===== config.mk =====
export PLATFORM = sky130hd
export DESIGN_NAME = jt900h_intc
export DESIGN_NICKNAME = d
export VERILOG_FILES = /design/src/rtl/jt900h_intc_pkg.sv /design/src/rtl/jt900h_intc_arb.sv /design/src/rtl/jt900h_intc.sv
export SDC_FILE = /design/constraint.sdc
export NUM_CORES = 1
export LEC_CHECK = 0
export ABC_AREA = 1
export CAP_MARGIN = 0
export CORE_UTILIZATION = 59
export DETAILED_ROUTE_END_ITERATION = 8
export PLACE_DENSITY = 0.92
export SETUP_SLACK_MARGIN = 0.05
export SYNTH_ARGS = -nofsm -noshare
export SYNTH_HDL_FRONTEND = slang
export SYNTH_HIERARCHICAL = 1
export SYNTH_SLANG_ARGS = --single-unit

===== constraint.sdc =====
create_clock -name clk -period 21.4 [get_ports clk]
set_input_delay 3.21 -clock clk [delete_from_list [all_inputs] [get_ports clk]]
set_output_delay 3.21 -clock clk [all_outputs]
set_load 0.05 [all_outputs]

===== src/rtl/jt900h_intc_pkg.sv =====
// Shared constants, state encoding and helpers for the jt900h interrupt controller.
package jt900h_intc_pkg;

   localparam int unsigned NSRC   = 8;
   localparam int unsigned LVL_W  = 3;
   localparam int unsigned IDX_W  = 3;
   localparam int unsigned CFG_AW = 4;
   localparam int unsigned DW     = 8;

   // Configuration address map: 0..NSRC-1 are per-source registers
   localparam logic [CFG_AW-1:0] CFG_ADDR_VBASE = 4'd8;

   // Per-source configuration/readback bit positions
   localparam int unsigned CFG_LVL_LSB  = 0;
   localparam int unsigned CFG_LVL_MSB  = 2;
   localparam int unsigned CFG_EDGE_BIT = 3;
   localparam int unsigned CFG_PEND_BIT = 7;

   typedef logic [LVL_W-1:0] lvl_t;
   typedef logic [IDX_W-1:0] idx_t;

   typedef enum logic [1:0] {
      ST_IDLE = 2'd0,
      ST_REQ  = 2'd1,
      ST_ACK  = 2'd2
   } state_e;

   // Vector low byte: base plus four bytes per source, wrapping at 256
   function automatic logic [DW-1:0] vec_addr(input logic [DW-1:0] vbase, input idx_t idx);
      return vbase + {3'b000, idx, 2'b00};
   endfunction

endpackage


===== src/rtl/jt900h_intc_arb.sv =====
// Combinational priority encoder: highest level wins, lowest index breaks ties.
module jt900h_intc_arb
   import jt900h_intc_pkg::*;
(
   input  logic [NSRC-1:0]       pend_i,
   input  lvl_t [NSRC-1:0]       lvl_i,
   output logic                  valid_o,
   output idx_t                  idx_o,
   output lvl_t                  lvl_o
);

   logic v;
   idx_t ix;
   lvl_t lv;

   // Ascending scan with strict compare keeps the lowest index on ties
   always_comb begin
      v  = 1'b0;
      ix = '0;
      lv = '0;
      for (int i = 0; i < NSRC; i++) begin
         if (pend_i[i] && (lvl_i[i] != '0) && (!v || (lvl_i[i] > lv))) begin
            v  = 1'b1;
            ix = IDX_W'(i);
            lv = lvl_i[i];
         end
      end
   end

   assign valid_o = v;
   assign idx_o   = ix;
   assign lvl_o   = lv;

endmodule


===== src/rtl/jt900h_intc.sv =====
// Eight-source prioritised interrupt controller with vectored addresses.
module jt900h_intc
   import jt900h_intc_pkg::*;
#(
   parameter logic [7:0] VBASE_RST = 8'h00,
   parameter logic       INTA      = 1'b1
) (
   input  logic              rst,
   input  logic              clk,
   input  logic              cen,
   input  logic [NSRC-1:0]   src,
   input  logic              cfg_we,
   input  logic [CFG_AW-1:0] cfg_addr,
   input  logic [DW-1:0]     cfg_din,
   output logic [DW-1:0]     cfg_dout,
   output logic              irq,
   output logic [LVL_W-1:0]  intrq,
   input  logic              irq_ack,
   output logic              inta_en,
   output logic [DW-1:0]     int_addr
);

   lvl_t [NSRC-1:0] lvl_q, lvl_d;
   logic [NSRC-1:0] edge_q, edge_d;
   logic [NSRC-1:0] pend_q, pend_d;
   logic [NSRC-1:0] src_q, hist_q;
   logic [DW-1:0]   vbase_q, vbase_d;
   logic            ack_q;
   state_e          state_q;
   idx_t            cur_idx_q;
   lvl_t            cur_lvl_q;
   logic            irq_q;
   lvl_t            intrq_q;
   logic [DW-1:0]   int_addr_q;

   logic            win_valid;
   idx_t            win_idx;
   lvl_t            win_lvl;
   logic            ack_rise;
   logic            ack_take;
   logic            src_wr;
   idx_t            wr_idx;

   assign src_wr   = cfg_we && (cfg_addr < CFG_AW'(NSRC));
   assign wr_idx   = cfg_addr[IDX_W-1:0];
   assign ack_rise = irq_ack && !ack_q;
   assign ack_take = (state_q == ST_REQ) && win_valid && ack_rise;

   jt900h_intc_arb u_arb (
      .pend_i  (pend_q),
      .lvl_i   (lvl_q),
      .valid_o (win_valid),
      .idx_o   (win_idx),
      .lvl_o   (win_lvl)
   );

   // Configuration register next values
   always_comb begin
      lvl_d   = lvl_q;
      edge_d  = edge_q;
      vbase_d = vbase_q;
      if (cfg_we && (cfg_addr == CFG_ADDR_VBASE)) begin
         vbase_d = cfg_din;
      end else if (src_wr) begin
         lvl_d[wr_idx]  = cfg_din[CFG_LVL_MSB:CFG_LVL_LSB];
         edge_d[wr_idx] = cfg_din[CFG_EDGE_BIT];
      end
   end

   // Pending bits: edge mode latches until acked, level mode follows registered src
   always_comb begin
      pend_d = '0;
      for (int i = 0; i < NSRC; i++) begin
         if (edge_q[i]) begin
            pend_d[i] = (pend_q[i] && !(ack_take && (cur_idx_q == IDX_W'(i))))
                      || (src_q[i] && !hist_q[i] && (lvl_q[i] != '0));
         end else begin
            pend_d[i] = src_q[i] && (lvl_q[i] != '0);
         end
         if (src_wr && (wr_idx == IDX_W'(i)) && (cfg_din[CFG_LVL_MSB:CFG_LVL_LSB] == '0)) begin
            pend_d[i] = 1'b0;
         end
      end
   end

   // Register readback; pending shown in bit 7 for sources
   always_comb begin
      cfg_dout = '0;
      if (cfg_addr == CFG_ADDR_VBASE) begin
         cfg_dout = vbase_q;
      end else if (cfg_addr < CFG_AW'(NSRC)) begin
         cfg_dout[CFG_PEND_BIT]             = pend_q[wr_idx];
         cfg_dout[CFG_EDGE_BIT]             = edge_q[wr_idx];
         cfg_dout[CFG_LVL_MSB:CFG_LVL_LSB]  = lvl_q[wr_idx];
      end
   end

   // State, configuration and request handshake
   always_ff @(posedge clk) begin
      if (rst) begin
         lvl_q      <= '0;
         edge_q     <= '0;
         pend_q     <= '0;
         src_q      <= '0;
         hist_q     <= '0;
         vbase_q    <= VBASE_RST;
         ack_q      <= 1'b0;
         state_q    <= ST_IDLE;
         cur_idx_q  <= '0;
         cur_lvl_q  <= '0;
         irq_q      <= 1'b0;
         intrq_q    <= '0;
         int_addr_q <= VBASE_RST;
      end else if (cen) begin
         lvl_q   <= lvl_d;
         edge_q  <= edge_d;
         pend_q  <= pend_d;
         src_q   <= src;
         hist_q  <= src_q;
         vbase_q <= vbase_d;
         ack_q   <= irq_ack;
         case (state_q)
            ST_IDLE: begin
               if (win_valid) begin
                  state_q    <= ST_REQ;
                  cur_idx_q  <= win_idx;
                  cur_lvl_q  <= win_lvl;
                  irq_q      <= 1'b1;
                  intrq_q    <= win_lvl;
                  int_addr_q <= vec_addr(vbase_d, win_idx);
               end else begin
                  irq_q      <= 1'b0;
                  intrq_q    <= '0;
                  int_addr_q <= vec_addr(vbase_d, cur_idx_q);
               end
            end
            ST_REQ: begin
               if (!win_valid) begin
                  state_q    <= ST_IDLE;
                  irq_q      <= 1'b0;
                  intrq_q    <= '0;
                  int_addr_q <= vec_addr(vbase_d, cur_idx_q);
               end else if (ack_rise) begin
                  state_q    <= ST_ACK;
                  irq_q      <= 1'b0;
               end else if (win_lvl > cur_lvl_q) begin
                  cur_idx_q  <= win_idx;
                  cur_lvl_q  <= win_lvl;
                  intrq_q    <= win_lvl;
                  int_addr_q <= vec_addr(vbase_d, win_idx);
               end else begin
                  int_addr_q <= vec_addr(vbase_d, cur_idx_q);
               end
            end
            ST_ACK: begin
               if (!irq_ack) begin
                  state_q    <= ST_IDLE;
                  intrq_q    <= '0;
                  int_addr_q <= vec_addr(vbase_d, cur_idx_q);
               end
            end
            default: begin
               state_q <= ST_IDLE;
               irq_q   <= 1'b0;
               intrq_q <= '0;
            end
         endcase
      end
   end

   assign irq      = irq_q;
   assign intrq    = intrq_q;
   assign int_addr = int_addr_q;
   assign inta_en  = INTA;

endmodule


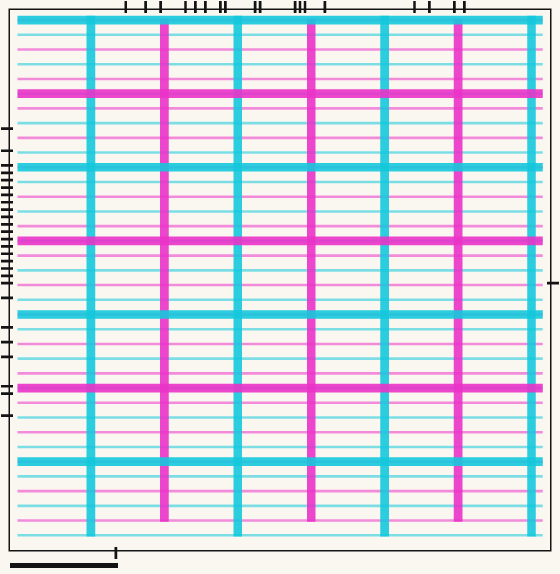
(power grid)
The bar under the picture is 20 microns long. Pins as bars on the die edge.
[magenta] VDD
[cyan] VSS
met4 straps: 7
signal pins: 46
VDD IR-drop max: 0.0575 mV
core outline area: 9240 sq um
die outline width: 99.8 microns
Die Y-Extent: 99.8 microns

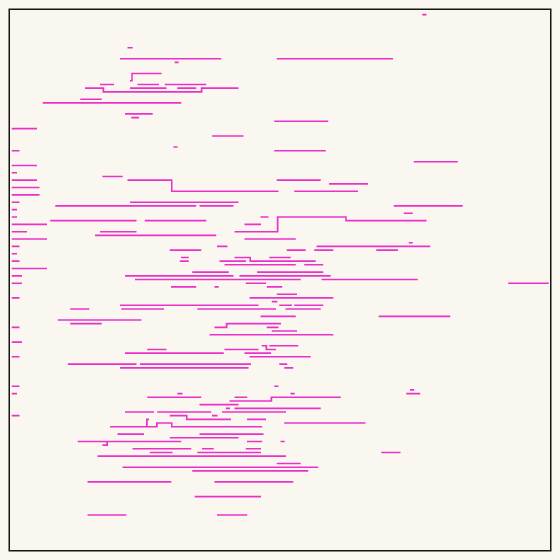
(the metal 3 layer)
longest straight run: 35.9 microns
nets with wire on the layer: 117
share of all routed wire: 9.0%
wire length on this layer: 1320 microns

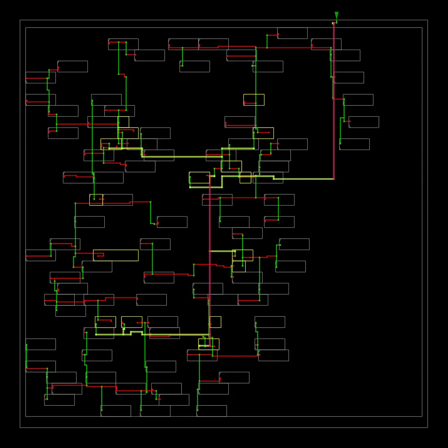
(the clock network)
clock buffers created by TritonCTS: 9
Clock Buffer Count: 10
flop count: 85
maximum clock skew at final layout: 13.2 ps
TritonCTS Sinks: 85

==> qor.tcl <==
set qor(drt-met1-wl_microns) 6520
set qor(grt_first_pass_wirelength_microns) 24800
set qor(layout_top_cells_excl_fill_tap) {sky130_fd_sc_hd__nand2_1 (175), sky130_fd_sc_hd__inv_1 (96), sky130_fd_sc_hd__dfxtp_1 (85), sky130_fd_sc_hd__o21ai_0 (83), sky130_fd_sc_hd__nor2_1 (76)}
set qor(r2r_slack_ps) 11510
set qor(cts.clk_slew.worst_paths_ps) 90
set qor(sh_comb_area_pct) 53.4
set qor(critical_path.most_common_cell) {sky130_fd_sc_hd__nand2_1}
set qor(r2r_cells) 76
set qor(outcome) {completed}
set qor(timing.final.crit_share_pct) 46.2
set qor(timing.hold.worst.class) {flop to flop}
set qor(place_inst) 997
set qor(syn_inst) 845
set qor(hold_ws_ps) 469
set qor(grt_pass1_vias) 5238
set qor(place_area_sq_um) 6140
set qor(synth_top_flop_cell) {sky130_fd_sc_hd__dfxtp_1}
set qor(timing.hold.worst.start) {hist_q[1]}
set qor(layout.core_utilization_pct) 68.7
set qor(leading_post_synthesis_cells_by_instance_count) {sky130_fd_sc_hd__nand2_1 (175), sky130_fd_sc_hd__inv_1 (96), sky130_fd_sc_hd__dfxtp_1 (85), sky130_fd_sc_hd__o21ai_0 (83), sky130_fd_sc_hd__nor2_1 (76)}
set qor(slew_headroom_pct) 46.6
set qor(synth.ff_latch_count) 85
set qor(die_outline_area_sq_um) 9960
set qor(drt_iter0_markers) 685
set qor(globalRouteMet3Util_pct) 5.08
set qor(floorplan.tapcells) 129
set qor(share_of_cells_above_drive_strength_1_pct) 7.58
set qor(hold_violations) 0
set qor(timing.final.max_slew_violations) 0
set qor(ctsResizeCount) 0
set qor(synth_nets) 906
set qor(fin_nets) 940
set qor(antenna_violations_before_repair) 0
set qor(maximum_number_of_pins_on_one_net_before_global_route_repair) 52
set qor(clkLatencyLatePin_ps) 360
set qor(clock_network_power_share_pct) 36.0
set qor(power.total_mw) 0.333
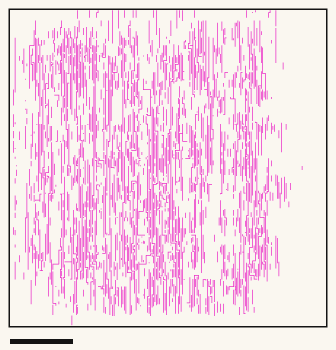
(signal wires on met2)
The bar under the picture is 20 microns long.
main direction: vertical
share of all routed wire: 44%
nets with wire on the layer: 763
longest straight run: 43.2 microns

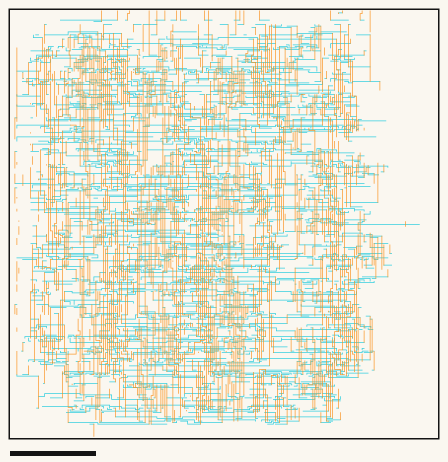
(signal wires by layer)
The bar under the picture is 20 microns long. Only two layers are drawn.
[orange] met2 | wire length: 6430 microns
[cyan] met1 | wire length: 6520 microns
Tot GR Track Use: 31.0%
DRT Wirelength: 14700 microns
WL per Instance: 14.5 microns
vias after detailed routing: 5874

Power figures rest on the tool's default switching activity, not on a simulated workload.
